`config.mk`:
```
export PLATFORM = sky130hd
export DESIGN_NAME = mmul
export DESIGN_NICKNAME = d
export VERILOG_FILES = /design/src/rtl/mmul.sv
export SDC_FILE = /design/constraint.sdc
export NUM_CORES = 1
export LEC_CHECK = 0
export CORE_ASPECT_RATIO = 1.5
export CORE_UTILIZATION = 59
export DETAILED_ROUTE_END_ITERATION = 10
export PLACE_DENSITY = 0.95
export REMOVE_ABC_BUFFERS = 1
export SLEW_MARGIN = 20
export SYNTH_ARGS = -nofsm -noshare
export SYNTH_HDL_FRONTEND = slang
export SYNTH_SLANG_ARGS = --single-unit
```
`constraint.sdc`:
```
create_clock -name clk -period 17.6 [get_ports clk]
set_input_delay 3.52 -clock clk [delete_from_list [all_inputs] [get_ports clk]]
set_output_delay 3.52 -clock clk [all_outputs]
set_load 0.005 [all_outputs]
```
`src/rtl/mmul.sv`:
```
// Sequential 3x3 matrix multiplier, 8-bit unsigned elements, C = A x B mod 256.
// One multiply-accumulate per clock; the product is published in a single update.
module mmul (
  input  logic        clk,
  input  logic        reset,
  input  logic        enable,
  input  logic [71:0] mat_a,
  input  logic [71:0] mat_b,
  output logic [71:0] mat_a_plus_b,
  output logic        done
);

  localparam int unsigned EW = 8;
  localparam int unsigned MW = 72;
  localparam int unsigned PW = 16;
  localparam int unsigned AW = 18;

  typedef enum logic [1:0] {
    ST_IDLE,
    ST_COMPUTE,
    ST_DONE
  } state_t;

  state_t state, state_next;

  logic [MW-1:0] op_a;
  logic [MW-1:0] op_b;
  logic [MW-1:0] result;
  logic [AW-1:0] acc;
  logic [1:0]    ci, cj, ck;
  logic          fin;

  logic [3:0]    a_idx, b_idx, c_idx;
  logic [EW-1:0] a_el, b_el;
  logic [PW-1:0] prod;
  logic [AW-1:0] acc_next;

  // Element selection and MAC for the current (i, j, k)
  assign a_idx    = 4'(ci) * 4'd3 + 4'(ck);
  assign b_idx    = 4'(ck) * 4'd3 + 4'(cj);
  assign c_idx    = 4'(ci) * 4'd3 + 4'(cj);
  assign a_el     = op_a[{a_idx, 3'b000} +: EW];
  assign b_el     = op_b[{b_idx, 3'b000} +: EW];
  assign prod     = PW'(a_el) * PW'(b_el);
  assign acc_next = acc + AW'(prod);

  always_ff @(posedge clk or negedge reset) begin
    if (!reset) begin
      state <= ST_IDLE;
    end else begin
      state <= state_next;
    end
  end

  always_comb begin
    state_next = state;
    case (state)
      ST_IDLE:    if (enable) state_next = ST_COMPUTE;
      ST_COMPUTE: if (fin)    state_next = ST_DONE;
      ST_DONE:    if (!enable) state_next = ST_IDLE;
      default:    state_next = ST_IDLE;
    endcase
  end

  // fin marks that the last element has landed in result; the next edge publishes it
  always_ff @(posedge clk or negedge reset) begin
    if (!reset) begin
      op_a         <= '0;
      op_b         <= '0;
      result       <= '0;
      acc          <= '0;
      ci           <= '0;
      cj           <= '0;
      ck           <= '0;
      fin          <= 1'b0;
      mat_a_plus_b <= '0;
      done         <= 1'b0;
    end else begin
      case (state)
        ST_IDLE: begin
          done <= 1'b0;
          if (enable) begin
            op_a <= mat_a;
            op_b <= mat_b;
            acc  <= '0;
            ci   <= '0;
            cj   <= '0;
            ck   <= '0;
            fin  <= 1'b0;
          end
        end
        ST_COMPUTE: begin
          if (fin) begin
            mat_a_plus_b <= result;
            done         <= 1'b1;
            fin          <= 1'b0;
          end else if (ck == 2'd2) begin
            result[{c_idx, 3'b000} +: EW] <= acc_next[EW-1:0];
            acc <= '0;
            ck  <= '0;
            if (cj == 2'd2) begin
              cj <= '0;
              if (ci == 2'd2) begin
                ci  <= '0;
                fin <= 1'b1;
              end else begin
                ci <= ci + 2'd1;
              end
            end else begin
              cj <= cj + 2'd1;
            end
          end else begin
            acc <= acc_next;
            ck  <= ck + 2'd1;
          end
        end
        ST_DONE: begin
          if (!enable) done <= 1'b0;
        end
        default: done <= 1'b0;
      endcase
    end
  end

endmodule

```
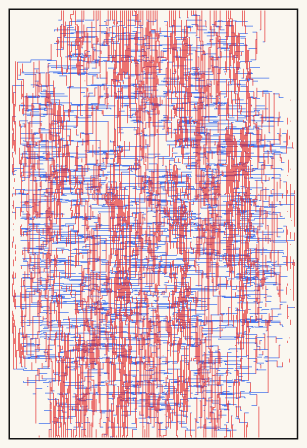
Figure 1: run 1, wiring by layer.
Two of the layers only.
color	layer	wire length
blue	M1	11600 um
red	M2	17400 um
final WL: 31400 um
vias: 8933
wire length per cell: 19.8 um
GRT Total Usage: 0.264

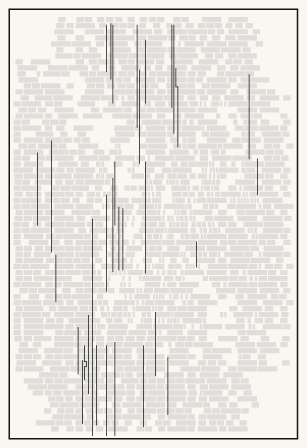
Figure 2: run 1, signal wires on met4.
wire length on this layer	1120 um
longest straight run	97.9 um
share of all routed wire	3.6%

==> job_summary.md, run 1 <==
## PnR job results

| Metric | Value |
|---|---|
| TNS Setup | 0 ns |
| Crit Path Category | register to register |
| Post-CTS Hold Fix Bufs | 0 |
| Core ar. | ~0.024 mm^2 |
| Top logic family | multiplexers |
| Status | complete, no violations |
| Avg Vias per Cell | roughly 5.6 |
| Hold path endpoint | result[4] |
| Gate Area | 0.00635 mm^2 |
| Die Height | roughly 190 um |
| Most frequent logic cell in the layout | dfrtp_1 |
| Register area | around 0.0077 mm^2 |
| Adders+Majority by Area | 0.0601 |
| Slowest-stage cell, CP | fa_1 |
| Clk sinks | between 300 and 400 |
| Setup WS pre-CTS | around 9.4 ns |
| Met1 GRT Util | 0.306 |
| Ys cells | around 1000 |
| Top sig layer | met4 |
| # diodes | 1 |
| Register area share after synthesis | 0.531 |
| H-tree depth | 1 |
| Seq/total area | 0.431 |
| Slew margin rel. | 0.332 |
| Total congestion overflow | 0 |
| RD Place Congestion | about 0.85 |
| Distinct cells, synth | ~62 |
| Worst hold slack | 0.473 ns |
| Final #Nets | about 1400 |
| Total CTS buffers | 28 |
| First-pass GRT wire length | around 51000 um |
| Yosys top cell by instances | dfrtp_1 |
| Detailed Routing Iterations Pass 1 | 4 |
| Clk pin slew, worst setup/hold paths | 0.06 ns |
| Finished Core Util | 0.746 |
| R2R cell count | 28 |
| Tightest Pin Transition | roughly 1 ns |
| Area of the mapped netlist | ~0.014 mm^2 |
| Count of non-CTS inverters in the layout | 50 |
| Buffering overhead | 0.129 |
| Flop Count | 306 |
| Dpl cells | around 1500 |
| Fp util | 0.605 |
| Most used routing layer | met2 |
| Met2 global-route usage | 0.480 |
| DP Area | approximately 0.017 mm^2 |
| Worst path depth | 28 |
| Clock buffer cells | around 40 |
| Crit-path most repeated cell | inv_1 |
| Final setup margin | ~9.3 ns |
| Final setup vio count | 0 |
| Synth area leaders | dfrtp_1, mux2_2, mux4_2 |
| Max-cap violations | 0 |
| Biggest Area Class | sequential cells |
| Final Hold Vio Count | 0 |
| Dominant register cell | dfrtp_1 |
| Final min period | 8.29 ns |
| Clk tree area frac | 0.0496 |
| Met3 WL | around 1300 um |
| Io pins | ~220 |
| RSZ-0062 raised after global routing | false |
| Worst Hold Class | register to register |
| M1 WL | around 12000 um |
| Met2 WL | ~17000 um |
| Standard-cell row count | 69 |
| Largest net degree at the start of global routing | 196 |
| Worst skew pair latency | ~0.54 ns |
| Nature of the critical path endpoint | register |
| CP Buf/Inv Count | 6 |
| Data arrival, critical path | ~9 ns |
| Cycle use final | 0.471 |
| Reg-to-Reg End | result[39] |
| Hpwl dp | around 22000 um |
| YS chip area | around 0.014 mm^2 |
| Logic share of the area | 0.357 |
| Largest stage delay, worst path | between 1 and 1.5 ns |
| Hold depth | 2 |
| Top cells excl fill/tap | dfrtp_1, mux2_2, clkdlybuf4s50_1 |
| Share of cells above drive strength 1 | 0.297 |
| Slew Viols, Final | 0 |
| CTS max path bufs | 3 |
| Full die area | around 0.025 mm^2 |
| Cell taking the most area after synthesis | dfrtp_1 |
| Gate Count Post-Synth | between 1000 and 1500 |
| CP delay by family, top | adder cells |
| Root Buffer | clkbuf_16 |
| Hold Crit Start | result[4] |
| Crit. Startpoint | ck[1] |
| Mux share | 0.274 |
| Antenna violations before repair | 1 |
| Async S/R FF share, synth | 1.00 |
| Reg-to-reg slack, setup | 9.31 ns |
| Log Warnings | 38 |
| Critical Path RT | around 18 ns |
| 1st-iter DRT viols | ~430 |
| Non-clk bufs | between 200 and 250 |
| Post-route ant nets | 0 |
| Die width | 130 um |
| Post-synth EDFFs | 0 |
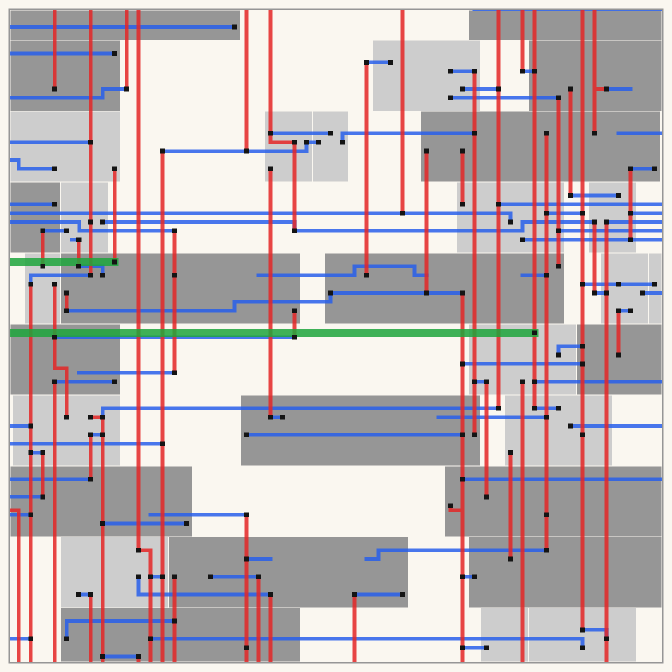
Figure 3: run 1, zoomed window.
Region (85, 36) to (110, 61) um. Cells in gray, sequential cells in the stronger gray; small squares are vias.
color	layer
blue	M1
green	M3
red	M2
cells with their middle in the window	25
most frequent	dfrtp_1 (10), mux2_1 (4), mux2_2 (3)
sequential cells in the window	10
netlist names of flops here include	result (8), mat_a_plus_b (2)

Figure 4. Power grid (run 1).
Bar = 50 um. Pins as bars on the die edge. Tap cells in gray.
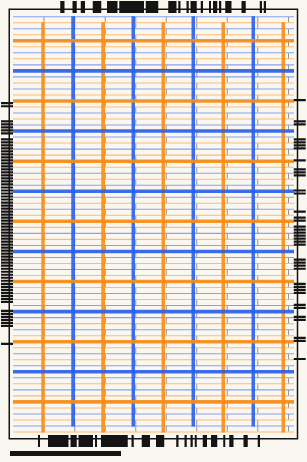

## Run 2: what changed since run 1
--- a/config.mk
+++ b/config.mk
@@ -6,9 +6,9 @@
 export NUM_CORES = 1
 export LEC_CHECK = 0
 export CORE_ASPECT_RATIO = 1.5
-export CORE_UTILIZATION = 59
+export CORE_UTILIZATION = 49
 export DETAILED_ROUTE_END_ITERATION = 10
-export PLACE_DENSITY = 0.95
+export PLACE_DENSITY = 0.87
 export REMOVE_ABC_BUFFERS = 1
 export SLEW_MARGIN = 20
 export SYNTH_ARGS = -nofsm -noshare
==> constraint.sdc (replaced) <==
create_clock -name clk -period 7.1 [get_ports clk]
set_input_delay 1.42 -clock clk [delete_from_list [all_inputs] [get_ports clk]]
set_output_delay 1.42 -clock clk [all_outputs]
set_load 0.005 [all_outputs]
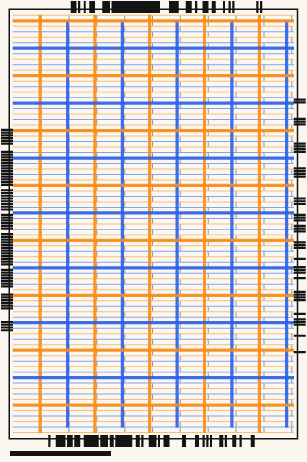
Figure 5: run 2, power grid.
Bar = 50 um. Pins as bars on the die edge. Tap cells in gray.
color	net
orange	VSS
blue	VDD
met4 straps	10
tap cells	390
Die Height: 212 um
Core ar.: 0.0288 mm^2
die width: 142 um

==> job_summary.md, run 2 <==
## PnR job results

| Metric | Value |
|---|---|
| Top logic family | multiplexers |
| R2R cell count | 27 (-3.6%) |
| Met2 global-route usage | 0.398 (-0.0817) |
| Complex Gates by Area | 0.0335 |
| Top cells excl fill/tap | dfrtp_1, mux2_2, clkdlybuf4s50_1 |
| Reg-to-reg slack, setup | 0.17 ns (-9.14 ns) |
| CP Buf/Inv Count | 7 (+1) |
| Clk tree area frac | 0.0510 (+0.00132) |
| M1 WL | 11900 um (+2.9%) |
| Nature of the critical path endpoint | register |
| Standard-cell row count | 76 (+10%) |
| Worst hold slack | 0.471 ns (-0.00114 ns) |
| Yosys top cell by instances | dfrtp_1 |
| Met2 WL | 17200 um (-1.5%) |
| Worst Hold Class | register to register |
| Clk sinks | 306 (unchanged) |
| CP delay by family, top | adder cells |
| Dpl cells | 1629 (+6.3%) |
| Most used routing layer | met2 |
| Hold Crit Start | result[3] |
| Met3 WL | 1260 um (-2.2%) |
| TNS Setup | 0 ns (unchanged) |
| First-pass GRT wire length | 51000 um (-0.31%) |
| Logic share of the area | 0.354 (-0.00384) |
| Cell taking the most area after synthesis | dfrtp_1 |
| Biggest Area Class | sequential cells |
| Post-cts gate resize count | 9 |
| TAP cells | roughly 400 |
| Non-clk bufs | 264 (+16%) |
| Yosys warnings | 0 |
| DP Area | 0.0172 mm^2 (+1.8%) |
| Largest net degree at the start of global routing | 186 (-5.1%) |
| Synth-to-Final Area Change | 27.2% |
| Hold depth | 2 (unchanged) |
| Async S/R FF share, synth | 1.00 (unchanged) |
| Share of cells above drive strength 1 | 0.331 (+0.0338) |
| Detailed Routing Iterations Pass 1 | 5 (+1) |
| Worst skew pair latency | 0.55 ns (about the same) |
| Total congestion overflow | 0 (unchanged) |
| R2R Path Start | ck[0] |
| Finished Core Util | 0.637 (-0.109) |
| Fmax achieved | 0.144 GHz |
| Full die area | 0.0301 mm^2 (+20%) |
| Max FO, Critical Path | 6 |
| Design Area, Final | between 0.015 and 0.02 mm^2 |
| Slew Viols, Final | 0 (unchanged) |
| Seq/total area | 0.417 (-0.0134) |
| Hold path endpoint | result[3] |
| Total CTS buffers | 27 (-3.6%) |
| Filler cell count | 2074 |
| CP Launch Type | register |
| Adders+Majority by Area | 0.0601 (unchanged) |
| # diodes | 2 (+1) |
| Avg Vias per Cell | 5.31 (-5.9%) |
| Critical Path RT | 7.54 ns (-10.53 ns) |
| CTS max path bufs | 3 (unchanged) |
| Final #Nets | 1484 (+2.6%) |
| GR Util met3 | 0.0311 |
| Fin cells | about 1700 |
| Max-cap violations | 0 (unchanged) |
| Setup WS pre-CTS | -0.244 ns (-9.67 ns) |
| Final setup margin | 0.172 ns (-9.14 ns) |
| Io pins | 220 (unchanged) |
| Register area share after synthesis | 0.531 (unchanged) |
| Crit-path most repeated cell | inv_1 |
| Yosys simple share | 0.0533 |
| Post-CTS Hold Fix Bufs | 0 (unchanged) |
| Clock buffer cells | 40 (-2.4%) |
| Crit path to | result[15] |
| Top sig layer | met4 |
| Cycle use final | 0.976 (+0.505) |
| Distinct cells, synth | 62 (unchanged) |
| Worst path depth | 27 (-3.6%) |
| 1st-iter DRT viols | 374 (-12%) |
| Reg-to-Reg End | result[15] |
| Post-synth EDFFs | 0 (unchanged) |
| Wire length per cell | 18.6 um (-6.5%) |
| Mux share | 0.274 (unchanged) |
| Hpwl dp | 22500 um (+1.4%) |
| Top cells by count, synth | dfrtp_1, mux2_2, nand2_1 |
| Gate Area | 0.00648 mm^2 (+2.1%) |
| Slowest-stage cell, CP | fa_2 |
| CTS tree | built |
| Clk pin slew, worst setup/hold paths | 0.07 ns (about the same) |
| Final min period | 6.93 ns (-1.36 ns) |
| Mean Syn Cell Area | roughly 14 um^2 |
| Crit Path Category | register to register |
| Most frequent logic cell in the layout | dfrtp_1 |
| Fp util | 0.500 (-0.105) |
| Synth area leaders | dfrtp_1, mux2_2, mux4_2 |
| Slew margin rel. | 0.332 (about the same) |
| Post-route ant nets | 0 (unchanged) |
| Vias in the first global route | 9745 |
| Status | complete, no violations |
| Antenna violations before repair | 2 (+1) |
| Data arrival, critical path | 7.37 ns (-1.39 ns) |
| YS chip area | 0.0144 mm^2 (unchanged) |
| Flop Count | 306 (unchanged) |
| Final WL | 31400 um (about the same) |
| Largest stage delay, worst path | 0.64 ns (-0.49 ns) |
| H-tree depth | 1 (unchanged) |
| GRT Total Usage | 0.218 (-0.0459) |
| Clk_skew | around 0.014 ns |
| Final Hold Vio Count | 0 (unchanged) |
| Final setup vio count | 0 (unchanged) |
| Register area | 0.00766 mm^2 (unchanged) |
| Top-area cell share | 0.531 |
| Vias | 8988 (+0.62%) |
| Dominant register cell | dfrtp_1 |
| Synthesized flop and latch total | between 300 and 400 |
| Port Buf Inserts | ~220 |
| Met1 GRT Util | 0.252 (-0.0539) |
| Logic Gate Count | roughly 630 |
| Post-route DRC violation count | 0 |
| RD Place Congestion | 0.830 (-2.1%) |
| Crit. Startpoint | ck[0] |
| Area of the mapped netlist | 0.0144 mm^2 (unchanged) |
| Buffering overhead | 0.141 (+0.0120) |
| Gate Count Post-Synth | 1030 (unchanged) |
| Ys cells | 1030 (unchanged) |
| Log Warnings | 40 (+5.3%) |
| Count of non-CTS inverters in the layout | 50 (unchanged) |
| Tightest Pin Transition | 0.993 ns (-0.00896 ns) |
| Root Buffer | clkbuf_16 |
| Xor and xnor fraction of the mapped netlist area | 0.0182 |
